Fig. 1: run 1, pin placement
Pins as bars across the die edge, other pins in grey.
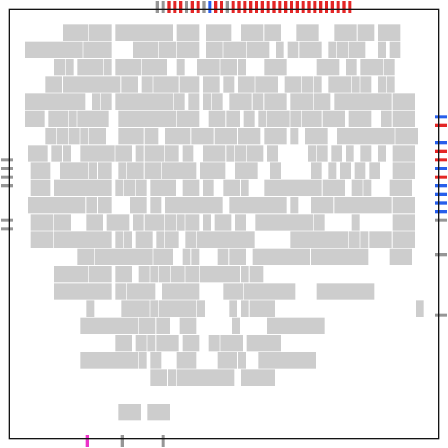
Fig. 2: run 1, cells coloured by class
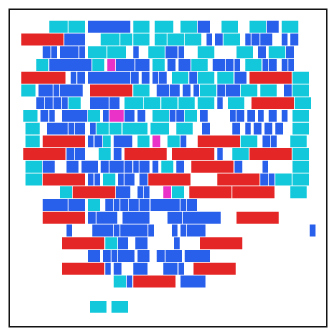
Fig. 3: run 1, routed metal, one colour a layer
Only two layers are drawn.
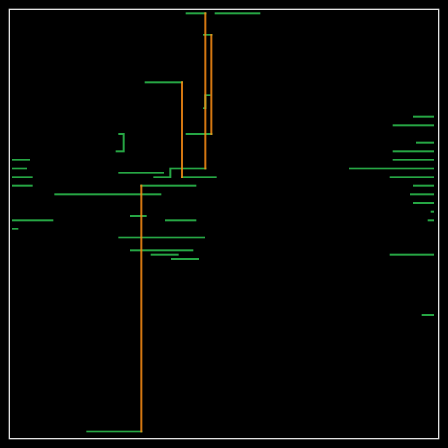
===== config.mk =====
export PLATFORM = sky130hd
export DESIGN_NAME = uart_tx_arbiter
export DESIGN_NICKNAME = d
export VERILOG_FILES = /design/src/rtl/uart_tx_arbiter.sv
export SDC_FILE = /design/constraint.sdc
export NUM_CORES = 1
export LEC_CHECK = 0
export ABC_AREA = 0
export CORE_MARGIN = 2
export CORE_UTILIZATION = 40
export CTS_BUF_LIST = sky130_fd_sc_hd__clkbuf_2
export CTS_CLUSTER_SIZE = 8
export DETAILED_ROUTE_END_ITERATION = 8
export PLACE_DENSITY = 0.82
export SYNTH_ARGS = -nofsm -noshare
export SYNTH_HDL_FRONTEND = slang
export SYNTH_SLANG_ARGS = --single-unit

===== constraint.sdc =====
create_clock -name clk -period 2.4 [get_ports clk]
set_clock_uncertainty 0.15 [all_clocks]
set_input_delay 0.48 -clock clk [delete_from_list [all_inputs] [get_ports clk]]
set_output_delay 0.48 -clock clk [all_outputs]
set_load 0.005 [all_outputs]

===== src/rtl/uart_tx_arbiter.sv =====
// Round-robin arbiter that shares one uart_tx among NUM_REQ byte requesters.
// Paces grants on tx_busy plus a guard gap, and aborts if tx_busy never rises.
module uart_tx_arbiter #(
  parameter int unsigned NUM_REQ      = 4,
  parameter int unsigned GAP_CYCLES   = 16,
  parameter int unsigned BUSY_TIMEOUT = 64
) (
  input  logic                 clk,
  input  logic                 rst_n,
  input  logic [NUM_REQ-1:0]   req_valid,
  input  logic [8*NUM_REQ-1:0] req_data,
  output logic [NUM_REQ-1:0]   req_ready,
  output logic                 tx_start,
  output logic [7:0]           tx_data,
  input  logic                 tx_busy,
  output logic [2:0]           cur_id,
  output logic                 arb_busy,
  output logic                 err_pulse
);

  localparam int unsigned ID_W    = (NUM_REQ > 2) ? $clog2(NUM_REQ) : 1;
  localparam int unsigned CNT_MAX = (GAP_CYCLES > BUSY_TIMEOUT) ? GAP_CYCLES : BUSY_TIMEOUT;
  localparam int unsigned CNT_W   = (CNT_MAX < 2) ? 1 : $clog2(CNT_MAX + 1);

  typedef enum logic [2:0] {
    S_IDLE      = 3'd0,
    S_START     = 3'd1,
    S_WAIT_BUSY = 3'd2,
    S_WAIT_DONE = 3'd3,
    S_GAP       = 3'd4
  } state_t;

  state_t           r_state;
  logic [ID_W-1:0]  r_rr_ptr;
  logic [CNT_W-1:0] r_cnt;
  logic             r_tx_start;
  logic [7:0]       r_tx_data;
  logic [2:0]       r_cur_id;
  logic             r_arb_busy;
  logic             r_err_pulse;

  logic             w_grant_any;
  logic [ID_W-1:0]  w_grant_id;
  logic [7:0]       w_grant_data;
  logic [ID_W-1:0]  w_next_ptr;
  logic             w_accept;
  logic             w_timeout;
  logic             w_gap_done;

  // First valid requester at or after rr_ptr, wrapping NUM_REQ-1 -> 0.
  always_comb begin
    logic [ID_W:0] idx;
    w_grant_any = 1'b0;
    w_grant_id  = '0;
    idx         = '0;
    for (int k = 0; k < int'(NUM_REQ); k++) begin
      idx = (ID_W+1)'(r_rr_ptr) + (ID_W+1)'(k);
      if (idx >= (ID_W+1)'(NUM_REQ)) begin
        idx = idx - (ID_W+1)'(NUM_REQ);
      end
      if (!w_grant_any && req_valid[idx[ID_W-1:0]]) begin
        w_grant_any = 1'b1;
        w_grant_id  = idx[ID_W-1:0];
      end
    end
  end

  always_comb begin
    w_grant_data = '0;
    for (int k = 0; k < int'(NUM_REQ); k++) begin
      if (w_grant_id == ID_W'(k)) begin
        w_grant_data = req_data[8*k +: 8];
      end
    end
  end

  assign w_next_ptr = (w_grant_id == ID_W'(NUM_REQ - 1)) ? '0 : w_grant_id + ID_W'(1);
  assign w_accept   = (r_state == S_IDLE) && !tx_busy && w_grant_any;
  // The tx_start cycle counts as the first cycle of the busy timeout.
  assign w_timeout  = (32'(r_cnt) + 32'd1) >= BUSY_TIMEOUT;
  assign w_gap_done = (32'(r_cnt) + 32'd1) >= GAP_CYCLES;

  // Ready is held low while rst_n is asserted so reset clears every output.
  assign req_ready = (w_accept && rst_n) ? (NUM_REQ'(1) << w_grant_id) : '0;

  always_ff @(posedge clk or negedge rst_n) begin
    if (!rst_n) begin
      r_state     <= S_IDLE;
      r_rr_ptr    <= '0;
      r_cnt       <= '0;
      r_tx_start  <= 1'b0;
      r_tx_data   <= '0;
      r_cur_id    <= '0;
      r_arb_busy  <= 1'b0;
      r_err_pulse <= 1'b0;
    end else begin
      r_tx_start  <= 1'b0;
      r_err_pulse <= 1'b0;
      case (r_state)
        S_IDLE: begin
          if (w_accept) begin
            r_tx_data  <= w_grant_data;
            r_cur_id   <= 3'(w_grant_id);
            r_rr_ptr   <= w_next_ptr;
            r_tx_start <= 1'b1;
            r_arb_busy <= 1'b1;
            r_state    <= S_START;
          end
        end
        S_START: begin
          r_cnt   <= CNT_W'(1);
          r_state <= S_WAIT_BUSY;
        end
        S_WAIT_BUSY: begin
          if (tx_busy) begin
            r_state <= S_WAIT_DONE;
          end else if (w_timeout) begin
            r_err_pulse <= 1'b1;
            r_arb_busy  <= 1'b0;
            r_state     <= S_IDLE;
          end else begin
            r_cnt <= r_cnt + CNT_W'(1);
          end
        end
        S_WAIT_DONE: begin
          if (!tx_busy) begin
            r_cnt   <= '0;
            r_state <= S_GAP;
          end
        end
        S_GAP: begin
          if (w_gap_done) begin
            r_arb_busy <= 1'b0;
            r_state    <= S_IDLE;
          end else begin
            r_cnt <= r_cnt + CNT_W'(1);
          end
        end
        default: begin
          r_arb_busy <= 1'b0;
          r_state    <= S_IDLE;
        end
      endcase
    end
  end

  assign tx_start  = r_tx_start;
  assign tx_data   = r_tx_data;
  assign cur_id    = r_cur_id;
  assign arb_busy  = r_arb_busy;
  assign err_pulse = r_err_pulse;

endmodule


==> reports/summary.rpt, run 1 <==
WORST SETUP PATH
---------------------------------------------------------------------------------
Number of buffer and inverter instances along the worst setup path .            3
Reg2reg setup slack ................................................      0.01 ns
Largest stage delay on the critical path ...........................      0.46 ns
Cells traversed along the worst timing path ........................ or2_1 > or4_4 > inv_4 > buf_4 > and3_4 > buf_6
Reg2Reg Launch Point ............................................... r_rr_ptr[1]$_DFFE_PN0P_
Worst setup EP type ................................................ primary output

DRT
---------------------------------------------------------------------------------
DRC violations left ................................................            0
Wire length on met1 ................................................      1952 um
1st-iter DRT viols .................................................           74
Highest routed layer ...............................................         met4

SYNTH
---------------------------------------------------------------------------------
Synthesized flop and latch total ...................................           25
Count of flip-flops with a built-in enable after synthesis .........            0
Chip area line of the yosys report .................................   1613 sq um
Post-synth top flop ................................................      dfrtp_1
Most numerous cell types in the synthesized netlist ................ a21oi_1 (30), nand2_1 (26), dfrtp_1 (25)
Synthesized netlist net count ......................................          237
Yosys simple share .................................................       0.2420

FLOORPLANNING
---------------------------------------------------------------------------------
Pre-placement core utilization .....................................       0.4091
Total die size .....................................................   4556 sq um
I/O pins ...........................................................           57

FINISH
---------------------------------------------------------------------------------
Flop count .........................................................           25
Sequential cell area ...............................................  626.9 sq um
Number of combinational gates with multiple inputs .................          147
Layout fillers .....................................................          318
Tally of non-filler cells in the final layout ......................          316
Share of cells above drive strength 1 ..............................       0.2293
Most frequent logic cells in the routed design ..................... clkdlybuf4s50_1 (47), a21oi_1 (28), nand2_1 (26)
Logic area .........................................................  999.7 sq um
P&R area growth vs syn .............................................       55.47%
Final-layout clock-cell area share .................................     0.009481

FINAL TIMING
---------------------------------------------------------------------------------
F_max ..............................................................    373.6 MHz
Final setup violation count ........................................            4
Post-route setup slack .............................................   -0.2766 ns
Hold Vio Cnt, Final ................................................            0
Crit path time final ...............................................     2.677 ns
Aggregate negative setup slack .....................................    -1.042 ns
Slew Limit Fails ...................................................            0

CLOCK TREE
---------------------------------------------------------------------------------
Clock root buffer ..................................................     clkbuf_2
Clock transition at path regs ......................................      0.28 ns
Clock buffer count from CTS ........................................            3

MIN PATH
---------------------------------------------------------------------------------
Hold endpoint ...................................................... cur_id[0]$_DFFE_PN0P_
Hold path startpoint ............................................... cur_id[0]$_DFFE_PN0P_

GRT
---------------------------------------------------------------------------------
First-pass GRT wire length .........................................      6665 um
Met3 Track Usage GR ................................................      0.02833
Global-route layer with the greatest usage .........................         met2
Maximum number of pins on one net before global-route repair .......           26

POWER
---------------------------------------------------------------------------------
Net switching fraction of the power ................................       0.4210
Total Power Consumption ............................................      2521 uW
Share of total power in the clock network ..........................        0.078
Sequential group power .............................................       707 uW
Worst IR Drop VDD ..................................................  0.0006267 V

RUN STATUS
---------------------------------------------------------------------------------
Failing checks ..................................................... setup timing
Status ............................................................. finished, violations left

PLACED DESIGN
---------------------------------------------------------------------------------
Half-perimeter wire length after detailed placement ................      3047 um

JOB
---------------------------------------------------------------------------------
Number of maximum-capacitance constraint violations ................            0

## Picture notes: Fig. 1
clk: shown in magenta, pins 1, direction input, edge bottom. tx_data: shown in blue, pins 8, direction output, edge 7 right, 1 top. req_data: shown in red, pins 32, direction input, edge 28 top, 4 right.
die outline width: 67.50 um
count of input and output buffers: 55
Die Y-Extent: 67.50 um

## Picture notes: Fig. 2
clock drivers and dummy loads: shown in magenta, cells 4, share of their area 0.97%. remaining buffers and delay cells: shown in cyan, cells 80, share of their area 31%. registers: shown in red, cells 25, share of their area 26%. remaining logic cells: shown in blue, cells 157, share of their area 43%.
Core Region: 3943 sq um
fraction of area in registers: 0.2500
final cell utilization of the core: 0.6360

## Picture notes: Fig. 3
M3: shown in green, wire length 202 um. M4: shown in orange, wire length 93.8 um.
number of vias in the routed layout: 1,635
wire length after detailed routing: 4565 um
per-cell routed wire length: 14.45 um

==> run 2: changes to the inputs <==
--- a/config.mk
+++ b/config.mk
@@ -11,6 +11,7 @@
 export CTS_BUF_LIST = sky130_fd_sc_hd__clkbuf_2
 export CTS_CLUSTER_SIZE = 8
 export DETAILED_ROUTE_END_ITERATION = 8
+export GPL_TIMING_DRIVEN = 0
 export PLACE_DENSITY = 0.82
 export SYNTH_ARGS = -nofsm -noshare
 export SYNTH_HDL_FRONTEND = slang
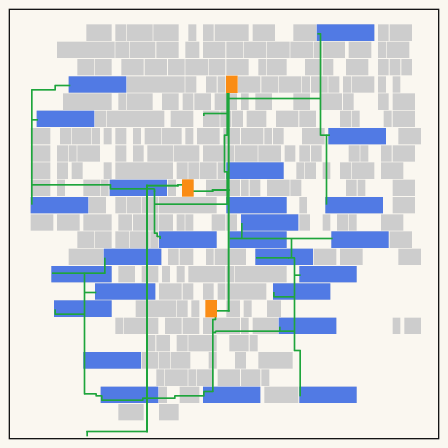
Fig. 4. Clock distribution (run 2).
flip-flops: shown in blue, count 25. clock-net drivers: shown in orange, count 3. clock wires: shown in green, length 375 um.
There are 4 routed clock nets.
clock latency on the worst-skew pair: 0.38 ns
Clk. pwr: 186 uW
share of total power in the clock network: 0.072

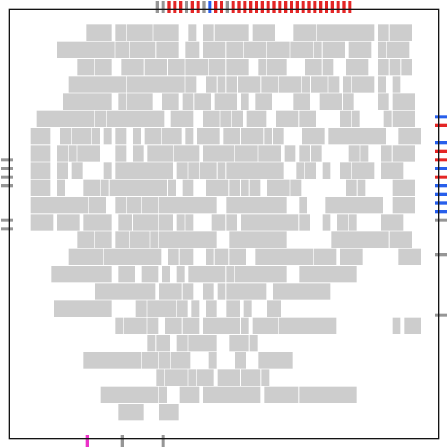
Fig. 5. Pin placement (run 2).
Pins as bars across the die edge, other pins in grey.
clk: shown in magenta, pins 1, direction input, edge bottom. tx_data: shown in blue, pins 8, direction output, edge 7 right, 1 top. req_data: shown in red, pins 32, direction input, edge 28 top, 4 right.
All pins by edge: 34 top, 14 right, 6 left, 3 bottom.

==> reports/summary.rpt, run 2 <==
RUN STATUS
--------------------------------------------------------------------------------------
Status .................................................................. finished, violations left
Failing checks .......................................................... setup timing

FINISH
--------------------------------------------------------------------------------------
Flop count ..............................................................           25
Final Net Count .........................................................          311
Most frequent logic cells in the routed design .......................... clkdlybuf4s50_1 (45), a21oi_1 (27), nand2_1 (26)
Logic area ..............................................................   1013 sq um
Tally of non-filler cells in the final layout ...........................          315
Number of combinational gates with multiple inputs ......................          147
Layout fillers ..........................................................          332
Final-layout clock-cell area share ......................................     0.008924
P&R area growth vs syn ..................................................       56.48%
Share of cells above drive strength 1 ...................................       0.2377
Final cell utilization of the core ......................................       0.6401
Fraction of area in registers ...........................................       0.2494
Sequential cell area ....................................................  629.4 sq um

SYNTH
--------------------------------------------------------------------------------------
Chip area line of the yosys report ......................................   1613 sq um
Cell count in the Yosys report ..........................................          192
Count of flip-flops with a built-in enable after synthesis ..............            0
Yosys simple share ......................................................       0.2420
Largest type area fraction ..............................................       0.3879
Synthesized flop and latch total ........................................           25
Post-synth top flop .....................................................      dfrtp_1
Synthesized netlist net count ...........................................          237
Most numerous cell types in the synthesized netlist ..................... a21oi_1 (30), nand2_1 (26), dfrtp_1 (25)
Post-synth mux share ....................................................      0.04500
Logic family by area .................................................... simple AND/OR/NAND/NOR gates
Fraction of synthesis flops using an asynchronous set or reset pin ......        1.000

DRT
--------------------------------------------------------------------------------------
Highest routed layer ....................................................         met4
DRC violations left .....................................................            0
Wire length after detailed routing ......................................      4838 um
1st-iter DRT viols ......................................................           71
Number of vias in the routed layout .....................................        1,651
Wire length on met1 .....................................................      2079 um
Per-cell routed wire length .............................................     15.36 um

POWER
--------------------------------------------------------------------------------------
Portion of total power attributed to combinational logic ................        0.641
Worst IR Drop VDD .......................................................  0.0005340 V
Top Consumer ............................................................ combinational cells
Sequential group power ..................................................       737 uW
Psw .....................................................................      1089 uW
Net switching fraction of the power .....................................       0.4233
Total Power Consumption .................................................      2571 uW

FINAL TIMING
--------------------------------------------------------------------------------------
Crit path time final ....................................................     2.825 ns
Slew of the pin with the lowest slew margin .............................    0.7055 ns
Worst slack on hold paths ...............................................   0.03170 ns
Post-route setup slack ..................................................   -0.4253 ns
F_max ...................................................................    353.9 MHz
Slew Limit Fails ........................................................            0
Final setup violation count .............................................            6
Aggregate negative setup slack ..........................................    -1.558 ns
Hold Vio Cnt, Final .....................................................            0

FLOORPLANNING
--------------------------------------------------------------------------------------
I/O pins ................................................................           57
Total die size ..........................................................   4556 sq um
Core Region .............................................................   3943 sq um
Die Y-Extent ............................................................     67.50 um
Die outline width .......................................................     67.50 um
Pre-placement core utilization ..........................................       0.4091

WORST SETUP PATH
--------------------------------------------------------------------------------------
Reg2Reg Launch Point .................................................... r_rr_ptr[1]$_DFFE_PN0P_
Worst setup EP type ..................................................... primary output
Number of buffer and inverter instances along the worst setup path ......            4
Critical-path top delay cell ............................................      dfrtp_1
Largest stage delay on the critical path ................................      0.49 ns
Worst Path Class, Setup ................................................. flop to primary output
Reg2reg setup slack .....................................................     -0.05 ns
Crit-path most repeated cell ............................................        buf_6
Cells traversed along the worst timing path ............................. mux2i_1 > o221ai_2 > nor2_2 > buf_6 > buf_6 > ha_4 > buf_8 > and3_4 > buf_6
Gate family responsible for the most delay along the worst path .........   flip-flops

CLOCK TREE
--------------------------------------------------------------------------------------
Clock transition at path regs ...........................................      0.26 ns
Clock root buffer .......................................................     clkbuf_2
Clock buffer count from CTS .............................................            3

PLACED DESIGN
--------------------------------------------------------------------------------------
Weighted congestion reported at the end of routability-driven placement .       0.8189
Half-perimeter wire length after detailed placement .....................      3127 um
Count of input and output buffers .......................................           55

GRT
--------------------------------------------------------------------------------------
First-pass GRT wire length ..............................................      7107 um
Maximum number of pins on one net before global-route repair ............           30
Global-route layer with the greatest usage ..............................         met2
Met3 Track Usage GR .....................................................      0.02667
Fraction of met2 tracks used by global routing ..........................       0.3407

JOB
--------------------------------------------------------------------------------------
Number of maximum-capacitance constraint violations .....................            0

==> run 3: changes to the inputs <==
--- a/config.mk
+++ b/config.mk
@@ -6,13 +6,14 @@
 export NUM_CORES = 1
 export LEC_CHECK = 0
 export ABC_AREA = 0
+export ABC_CLOCK_PERIOD_IN_PS = 2400
 export CORE_MARGIN = 2
-export CORE_UTILIZATION = 40
+export CORE_UTILIZATION = 30
 export CTS_BUF_LIST = sky130_fd_sc_hd__clkbuf_2
 export CTS_CLUSTER_SIZE = 8
 export DETAILED_ROUTE_END_ITERATION = 8
 export GPL_TIMING_DRIVEN = 0
-export PLACE_DENSITY = 0.82
+export PLACE_DENSITY = 0.66
 export SYNTH_ARGS = -nofsm -noshare
 export SYNTH_HDL_FRONTEND = slang
 export SYNTH_SLANG_ARGS = --single-unit
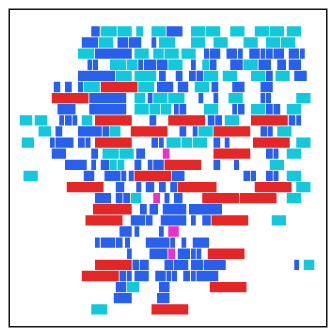
Fig. 6. Cells coloured by class (run 3).
registers: shown in red, cells 25, share of their area 26%. remaining logic cells: shown in blue, cells 157, share of their area 44%. remaining buffers and delay cells: shown in cyan, cells 75, share of their area 29%. clock drivers and dummy loads: shown in magenta, cells 4, share of their area 0.92%.
Core Region: 5140 sq um
final cell utilization of the core: 0.4939
post-route cell area: 2539 sq um
number of rows created at floorplan: 26
fraction of area in registers: 0.2474

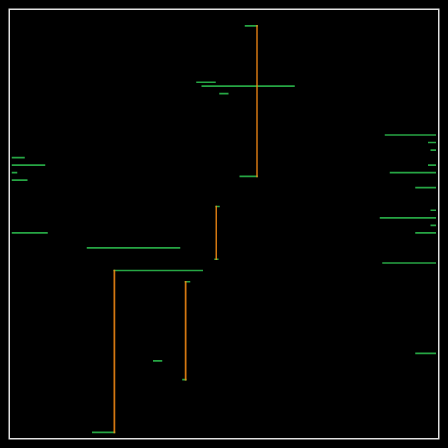
Fig. 7. Routed metal, one colour a layer (run 3).
Only two layers are drawn.
M4: shown in orange, wire length 83.6 um. M3: shown in green, wire length 134 um.
number of vias in the routed layout: 1,587
per-cell routed wire length: 13.54 um

==> reports/summary.rpt, run 3 <==
FLOORPLANNING
--------------------------------------------------------------------------------------
Total die size ..........................................................   5978 sq um
Pre-placement core utilization ..........................................       0.3138
Die outline width .......................................................     77.32 um
I/O pins ................................................................           57
Die Y-Extent ............................................................     77.32 um

PLACED DESIGN
--------------------------------------------------------------------------------------
Count of input and output buffers .......................................           55
Weighted congestion reported at the end of routability-driven placement .       0.8274
Cell count after placement ..............................................          317
Half-perimeter wire length after detailed placement .....................      3244 um

WORST SETUP PATH
--------------------------------------------------------------------------------------
Reg2reg setup slack .....................................................     -0.03 ns
Data required time at the worst endpoint ................................      1.77 ns
Reg2Reg Launch Point .................................................... r_rr_ptr[1]$_DFFE_PN0P_
Cells traversed along the worst timing path ............................. mux2i_1 > o221ai_2 > nor2_4 > buf_6 > ha_4 > buf_8 > and3_1 > buf_2
Gate family responsible for the most delay along the worst path .........   flip-flops
Critical-path top delay cell ............................................      dfrtp_1
Worst setup EP type ..................................................... primary output
Largest stage delay on the critical path ................................      0.49 ns
Number of buffer and inverter instances along the worst setup path ......            3
Worst Path Class, Setup ................................................. flop to primary output

GRT
--------------------------------------------------------------------------------------
Maximum number of pins on one net before global-route repair ............           30
Global-route layer with the greatest usage ..............................         met2
Total routing resource utilization after global routing .................       0.1472
Fraction of met2 tracks used by global routing ..........................       0.2504
First-pass GRT wire length ..............................................      7196 um
Vias in the first global route ..........................................        1,578
Met3 Track Usage GR .....................................................      0.01882

POWER
--------------------------------------------------------------------------------------
Psw .....................................................................      1056 uW
Combinational cell power ................................................      1600 uW
Sequential group power ..................................................       726 uW
Total Power Consumption .................................................      2500 uW
Share of total power in the clock network ...............................        0.069
Worst IR Drop VDD .......................................................  0.0003366 V
Portion of total power attributed to combinational logic ................        0.640
Clk. pwr ................................................................       173 uW
Static leakage ..........................................................  0.001055 uW
Top Consumer ............................................................ combinational cells
Net switching fraction of the power .....................................       0.4223

DRT
--------------------------------------------------------------------------------------
1st-iter DRT viols ......................................................           60
DRC violations left .....................................................            0
Antenna violation net count after detailed routing ......................            0
Routed met3 length ......................................................       133 um
Wire length after detailed routing ......................................      4483 um
Highest routed layer ....................................................         met4
Wire length on met1 .....................................................      2024 um

FINAL TIMING
--------------------------------------------------------------------------------------
Final setup violation count .............................................            8
F_max ...................................................................    372.3 MHz
Slew of the pin with the lowest slew margin .............................    0.7162 ns
Aggregate negative setup slack ..........................................    -1.106 ns
Unrepaired setup endpoints after global routing .........................          yes
Hold Vio Cnt, Final .....................................................            0
Post-route setup slack ..................................................   -0.2859 ns
Slew Limit Fails ........................................................            0
Worst slack on hold paths ...............................................   0.06165 ns
Crit path time final ....................................................     2.686 ns

FINISH
--------------------------------------------------------------------------------------
Number of combinational gates with multiple inputs ......................          147
Flop count ..............................................................           25
Most frequent logic cells in the routed design .......................... clkdlybuf4s50_1 (45), nand2_1 (25), dfrtp_1 (23)
Logic area ..............................................................   1044 sq um
P&R area growth vs syn ..................................................       57.41%
Share of cells above drive strength 1 ...................................       0.2490
Final-layout clock-cell area share ......................................     0.008871
Final Net Count .........................................................          307
Tally of non-filler cells in the final layout ...........................          331
Layout fillers ..........................................................          513
Sequential cell area ....................................................  628.1 sq um

RUN STATUS
--------------------------------------------------------------------------------------
Status .................................................................. finished, violations left
Failing checks .......................................................... setup timing

SYNTH
--------------------------------------------------------------------------------------
Cell count in the Yosys report ..........................................          192
Fraction of synthesis flops using an asynchronous set or reset pin ......        1.000
Chip area line of the yosys report ......................................   1613 sq um
Count of flip-flops with a built-in enable after synthesis ..............            0
Largest type area fraction ..............................................       0.3879
Xor-xnor portion of the synthesized cell area ...........................      0.01629
Yosys simple share ......................................................       0.2420
Synthesized netlist net count ...........................................          237
Distinct lib cells used .................................................           42
Most numerous cell types in the synthesized netlist ..................... a21oi_1 (30), nand2_1 (26), dfrtp_1 (25)
Cell type with the highest aggregate area in the netlist ................      dfrtp_1
Post-synth top flop .....................................................      dfrtp_1
Post-synth mux share ....................................................      0.04500
Logic family by area .................................................... simple AND/OR/NAND/NOR gates
Synthesized flop and latch total ........................................           25

JOB
--------------------------------------------------------------------------------------
Number of maximum-capacitance constraint violations .....................            0
Stage-log warning count .................................................           33

CLOCK TREE
--------------------------------------------------------------------------------------
Clock root buffer .......................................................     clkbuf_2
Clock transition at path regs ...........................................      0.26 ns
Number of setup buffers added after CTS .................................           14
Clock buffer count from CTS .............................................            3
Hold Buf Count CTS ......................................................            0
Clock latency on the worst-skew pair ....................................      0.36 ns

Power figures rest on the tool's default switching activity, not on a simulated workload.
